===== src/rtl/npu_input_fifo.sv =====
`default_nettype none
// ============================================================================
//  Module   : npu_input_fifo
//  Purpose  : Operand-word buffer between the Processor NPU input port and
//             the NPU compute core. Write side is back-pressured by full;
//             read side is first-word-fall-through. Exposes occupancy and
//             sticky overflow/underflow debug flags.
//  Revision : 1.0 - initial release
// ============================================================================
module npu_input_fifo #(
    parameter int DATA_W       = 32,
    parameter int DEPTH        = 16,
    parameter int ADDR_W       = 4,
    parameter int AFULL_THRESH = 14
) (
    input  logic              clk,
    input  logic              rst_n,
    input  logic [DATA_W-1:0] wr_data,
    input  logic              wr_en,
    output logic              full,
    output logic              almost_full,
    input  logic              rd_en,
    output logic [DATA_W-1:0] rd_data,
    output logic              empty,
    output logic [ADDR_W:0]   count,
    output logic              overflow,
    output logic              underflow
);

    // Occupancy thresholds expressed at count width so comparisons are exact.
    localparam logic [ADDR_W:0] c_DEPTH_CNT = (ADDR_W+1)'(DEPTH);
    localparam logic [ADDR_W:0] c_AFULL_CNT = (ADDR_W+1)'(AFULL_THRESH);

    logic [DATA_W-1:0] r_mem [DEPTH];
    logic [ADDR_W-1:0] r_wr_ptr;
    logic [ADDR_W-1:0] r_rd_ptr;
    logic [ADDR_W:0]   r_count;
    logic              r_empty;
    logic              r_full;
    logic              r_afull;
    logic              r_overflow;
    logic              r_underflow;

    logic              w_wr_acc;
    logic              w_rd_acc;
    logic [ADDR_W:0]   w_count_nxt;

    // Requests are qualified against the registered flags, never the next state.
    assign w_wr_acc = wr_en & ~r_full;
    assign w_rd_acc = rd_en & ~r_empty;

    // Next occupancy: a simultaneous accepted write and read cancel out.
    always_comb begin
        w_count_nxt = r_count;
        if (w_wr_acc && !w_rd_acc) begin
            w_count_nxt = r_count + 1'b1;
        end else if (!w_wr_acc && w_rd_acc) begin
            w_count_nxt = r_count - 1'b1;
        end
    end

    // Storage is not cleared on reset; writes are suppressed while reset is held.
    always_ff @(posedge clk) begin
        if (rst_n && w_wr_acc) begin
            r_mem[r_wr_ptr] <= wr_data;
        end
    end

    // Pointers, occupancy, status flags and sticky error flags.
    // Pointers wrap naturally because DEPTH is a power of two.
    always_ff @(posedge clk) begin
        if (!rst_n) begin
            r_wr_ptr    <= '0;
            r_rd_ptr    <= '0;
            r_count     <= '0;
            r_empty     <= 1'b1;
            r_full      <= 1'b0;
            r_afull     <= 1'b0;
            r_overflow  <= 1'b0;
            r_underflow <= 1'b0;
        end else begin
            if (w_wr_acc) begin
                r_wr_ptr <= r_wr_ptr + 1'b1;
            end
            if (w_rd_acc) begin
                r_rd_ptr <= r_rd_ptr + 1'b1;
            end
            r_count <= w_count_nxt;
            r_empty <= (w_count_nxt == '0);
            r_full  <= (w_count_nxt == c_DEPTH_CNT);
            r_afull <= (w_count_nxt >= c_AFULL_CNT);
            if (wr_en && r_full) begin
                r_overflow <= 1'b1;
            end
            if (rd_en && r_empty) begin
                r_underflow <= 1'b1;
            end
        end
    end

    // Head word falls through combinationally; forced to zero when empty.
    assign rd_data     = r_empty ? '0 : r_mem[r_rd_ptr];
    assign empty       = r_empty;
    assign full        = r_full;
    assign almost_full = r_afull;
    assign count       = r_count;
    assign overflow    = r_overflow;
    assign underflow   = r_underflow;

endmodule
`default_nettype wire


===== config.mk =====
export PLATFORM = sky130hd
export DESIGN_NAME = npu_input_fifo
export DESIGN_NICKNAME = d
export VERILOG_FILES = /design/src/rtl/npu_input_fifo.sv
export SDC_FILE = /design/constraint.sdc
export NUM_CORES = 1
export LEC_CHECK = 0
export CAP_MARGIN = 15
export CELL_PAD_IN_SITES_DETAIL_PLACEMENT = 1
export CELL_PAD_IN_SITES_GLOBAL_PLACEMENT = 1
export CORE_MARGIN = 3
export CORE_UTILIZATION = 35
export DETAILED_ROUTE_END_ITERATION = 6
export HOLD_SLACK_MARGIN = 0.08
export PLACE_DENSITY = 0.54
export SLEW_MARGIN = 10
export SYNTH_ARGS = -nofsm -noshare
export SYNTH_HDL_FRONTEND = slang
export SYNTH_SLANG_ARGS = --single-unit
export TNS_END_PERCENT = 100

===== constraint.sdc =====
create_clock -name clk -period 3.65 [get_ports clk]
set_clock_uncertainty 0.15 [all_clocks]
set_input_delay 0.365 -clock clk [delete_from_list [all_inputs] [get_ports clk]]
set_output_delay 0.365 -clock clk [all_outputs]
set_load 0.03 [all_outputs]

Figure 1. Floorplan with the power grid.
The bar under the picture is 50 um long. Pins as bars on the die edge. Tap cells in grey.
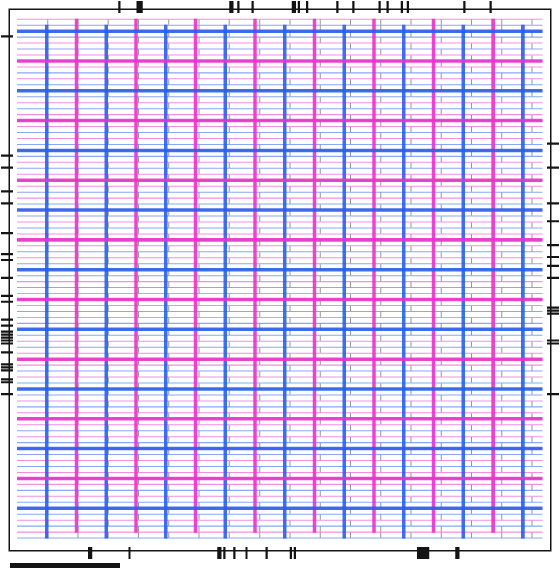
Magenta shows VDD. Blue shows VSS.
The core has 87 rows. 17 straps on met5. 17 straps on met4.

Figure 2. Cell placement.
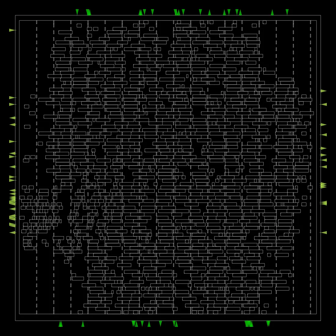
Seq cells: 534
tap cells: 756
final instance count without filler cells: 1858

Figure 3. Routed metal per tile.
The die is cut into 25 by 25 equal tiles; dark blue is low, red is high, scaled to the fullest tile. Values are wire area over tile area, all layers added.
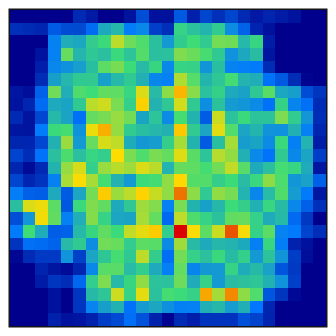
24% of the tiles are over half the peak. The densest ninth of the die: centre. The fullest tile reaches 0.38. The mean over all tiles is 0.13. 11% of the tiles are nearly empty.

Figure 4. Port wiring.
The bar under the picture is 50 um long.
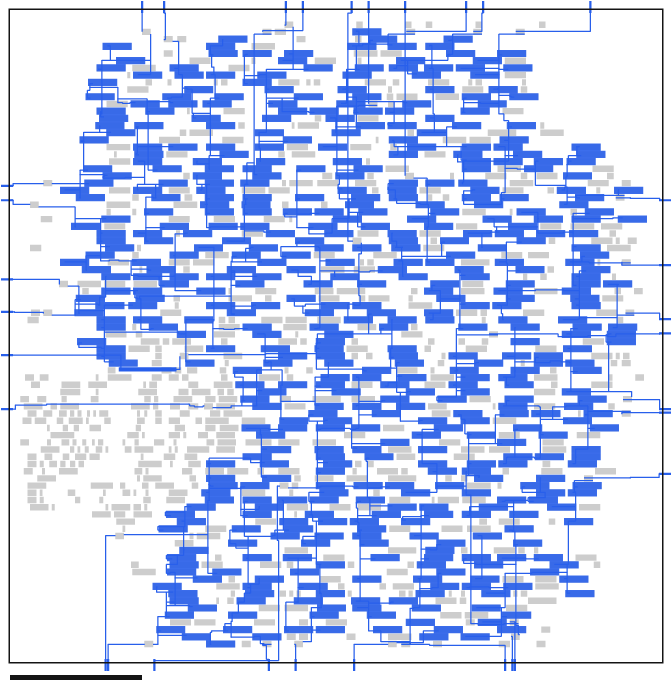
Blue shows `wr_data`, bits 32, direction input, edge 10 north, 9 south, 7 east, 6 west, end cells 512, buffers 32, wire 6050 um.

Figure 5. Placed cells, one colour a class.
Fill, decap, tap and diode cells in grey.
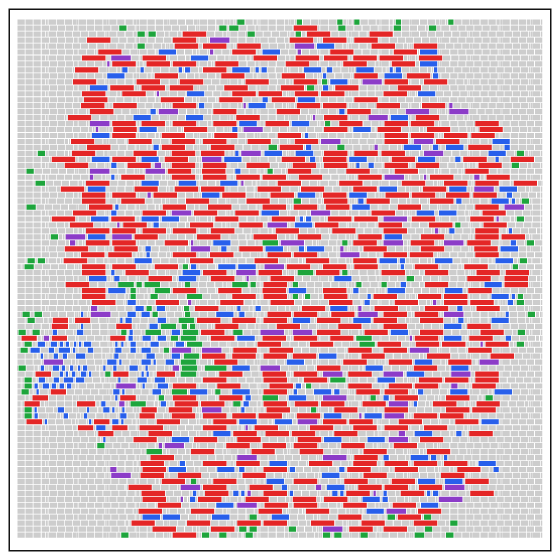
Red shows sequential cells, cells 534, share of their area 67%. Purple shows clock drivers and dummy loads, cells 105, share of their area 7.9%. Green shows remaining buffers and delay cells, cells 135, share of their area 6.5%. Blue shows combinational and other logic, cells 328, share of their area 18%.

==> job_summary.md <==
### Metrics collected by this job

| Metric | Value |
|---|---|
| Maximum vdd drop | `349.3 uV` |
| Gpl congestion | `0.6802` |
| I/O Pins | `78` |
| Tcrit/Tclk final | `0.9493` |
| Largest net degree at the start of global routing | `33` |
| Top power group | `sequential cells` |
| Vias | `9691` |
| # clock sinks | `534` |
| Sw Share | `0.2392` |
| Port bufs | `77` |
| Worst reg2reg path depth | `5` |
| Sequential share of power | `0.479` |
| Most numerous logic cell after layout | `edfxtp_1` |
| DP HPWL | `27520 um` |
| Synthesized area per cell | `22.13 um2` |
| Htree depth | `2` |
| Mapped Cells | `913` |
| Clk pwr | `5.74 mW` |
| N_diodes | `0` |
| Max Cap Viol | `0` |
| Tot Pwr | `14.45 mW` |
| Worst r2r dst | `almost_full` |
| Area growth syn-to-layout | `20.96%` |
| Vias per inst | `5.216` |
| DIE HEIGHT | `246.3 um` |
| Residual DRC | `0` |
| Comb power frac | `0.124` |
| Initial antenna violation count | `1` |
| Tmin final | `3465 ps` |
| Share of cells above drive strength 1 | `0.2804` |
| Max frequency | `288.6 MHz` |
| CTS tree | `yes` |
| Core Util at FP | `0.3563` |
| Die Wd | `246.3 um` |
| Critical Path Sink Type | `output port` |
| Seq pwr | `6.93 mW` |
| CTS root buf | `clkbuf_16` |
| Netlist cell types | `35` |
| P per Cell Area | `591.3 nW/um2` |
| WL/cell | `27.48 um` |
| Mapped cell area | `20210 um2` |
| First-pass GRT wire length | `74620 um` |
| Hold Crit Endpoint | `overflow` |
| WP data arrival | `2950 ps` |
| Worst Tran Pin Value | `887.9 ps` |
| Net Switching | `3.457 mW` |
| Pins Over Slew Limit | `0` |
| Reg2Reg Setup Slack | `1220 ps` |
| Sequential area share after synthesis | `0.7827` |
| Chip area estimate from yosys synthesis | `20210 um2` |
| Row count | `87` |
| Setup tns final | `0 ps` |
| CP Max Fanout | `26` |
| Synth Net Count | `956` |
| Critical Path Start Type | `register` |
| # nets final | `1098` |
| Die ar. | `60650 um2` |
| Worst r2r src | `empty` |
| Status | `complete, no violations` |
| Total grt overflow | `0` |
| Core area | `56710 um2` |
| Vias in the first global route | `10644` |
| Worst slack, placed | `682.2 ps` |
| # setup viols final | `0` |
| DRT Pass-1 Iters | `5` |
| Internal Power | `11.00 mW` |
| Tool warnings | `30` |
| Clock share of power | `0.397` |
| Crit Path Class | `reg2out` |
| Yosys cell count | `913` |
==> state kept, by name, summed over array words and instances, names as in the netlist, named ones only <==
register / count
almost_full: 1
empty: 1
underflow: 1
count: 5
r_wr_ptr: 4
full: 1
r_rd_ptr: 4
overflow: 1
r_mem: 512
==> synth_stat cells (all sizes together) <==
| master | n | area [um2] |
|---|---|---|
| o311a | 1 | 10.01 |
| nand4 | 3 | 18.77 |
| clkbuf | 23 | 86.33 |
| ha | 7 | 87.58 |
| dfxtp | 22 | 440.4 |
| nand3b | 2 | 15.01 |
| a21oi | 36 | 180.2 |
| mux4 | 128 | 2883 |
| inv | 5 | 18.77 |
| xor2 | 5 | 43.79 |
| a21boi | 1 | 7.510 |
| o22ai | 1 | 6.260 |
| nor3 | 3 | 15.01 |
| a2bb2oi | 1 | 15.01 |
| nor4 | 2 | 12.51 |
| a31oi | 1 | 12.51 |
| nand2 | 10 | 37.54 |
| buf | 28 | 157.6 |
| and3b | 1 | 8.760 |
| o31ai | 2 | 15.01 |
| a32o | 1 | 10.01 |
| and2 | 2 | 12.51 |
| a22oi | 64 | 480.5 |
| edfxtp | 512 | 15370 |
| nand2b | 2 | 15.02 |
| nor2b | 4 | 25.02 |
| or3 | 1 | 6.260 |
| o211ai | 1 | 7.510 |
| nor2 | 34 | 135.1 |
| xnor2 | 5 | 43.79 |
| nand3 | 5 | 25.02 |
==> layout make-up <==
type | count | area, um2
Multi-Input combinational cell | 323 | 4273
Fill cell | 5193 | 32270
Inverter | 5 | 18.77
Clock buffer | 66 | 1460
Tap cell | 756 | 945.9
Sequential cell | 534 | 15820
Timing Repair Buffer | 135 | 1525
Clock inverter | 39 | 395.4
==> cells by family after synthesis <==
group	after synthesis	synth area share
compound gates	109	0.03684
xor+xnor	10	0.004334
buf+inv	56	0.01300
simple gates	69	0.01616
flops	534	0.7827
fa+ha+maj	7	0.004334
mux	128	0.1427
==> worst max-delay path by stage <==
stage / startpoint / endpoint / slack [ps] / cells after the start
floorplan: rst_n / r_mem[0][0] / 630 / 4
global placement: register / rd_data[12] / 670 / 6
detailed placement: register / rd_data[3] / 680 / 5
CTS: register / rd_data[4] / 7 / 5
global route: register / rd_data[29] / 50 / 5
finish: register / rd_data[29] / 180 / 5
==> timing repair <==
| item | 4_1_cts | 5_1_grt |
|---|---|---|
| setup buffers | 0 | 8 |
| resized | 0 | 8 |
| setup endpoints to repair | 0 | 13 |
| hold buffers | 0 | 0 |
==> per-stage QoR <==
step / instance area, um2 / hold WS [ps] / util / instances
floorplan: 20210 / 313.9 / - / 913
global placement: 22490 / 308.6 / 0.3965 / 1745
detailed placement: 22490 / 309.2 / 0.3965 / 1745
CTS: 24340 / 284.0 / 0.4292 / 1850
global route: 24440 / 313.4 / 0.4310 / 1858
finish: 24440 / 321.4 / 0.4310 / 1858
==> layer usage <==
metal,part of all wire,track usage,up-vias
met1,0.45,0.2402,5262
met5,0.00039,0,-
met4,0.015,0.03850,2
met2,0.49,0.2818,218
met3,0.045,0.02949,59
li1,-,-,4150
==> worst max-delay path: stages, from the launching register on <==
cell and delay [ps]:
dfxtp_4 680, buf_12 280, mux4_2 320, a22oi_1 230
a21oi_1 160, clkdlybuf4s50_1 670
Power figures rest on the tool's default switching activity, not on a simulated workload.
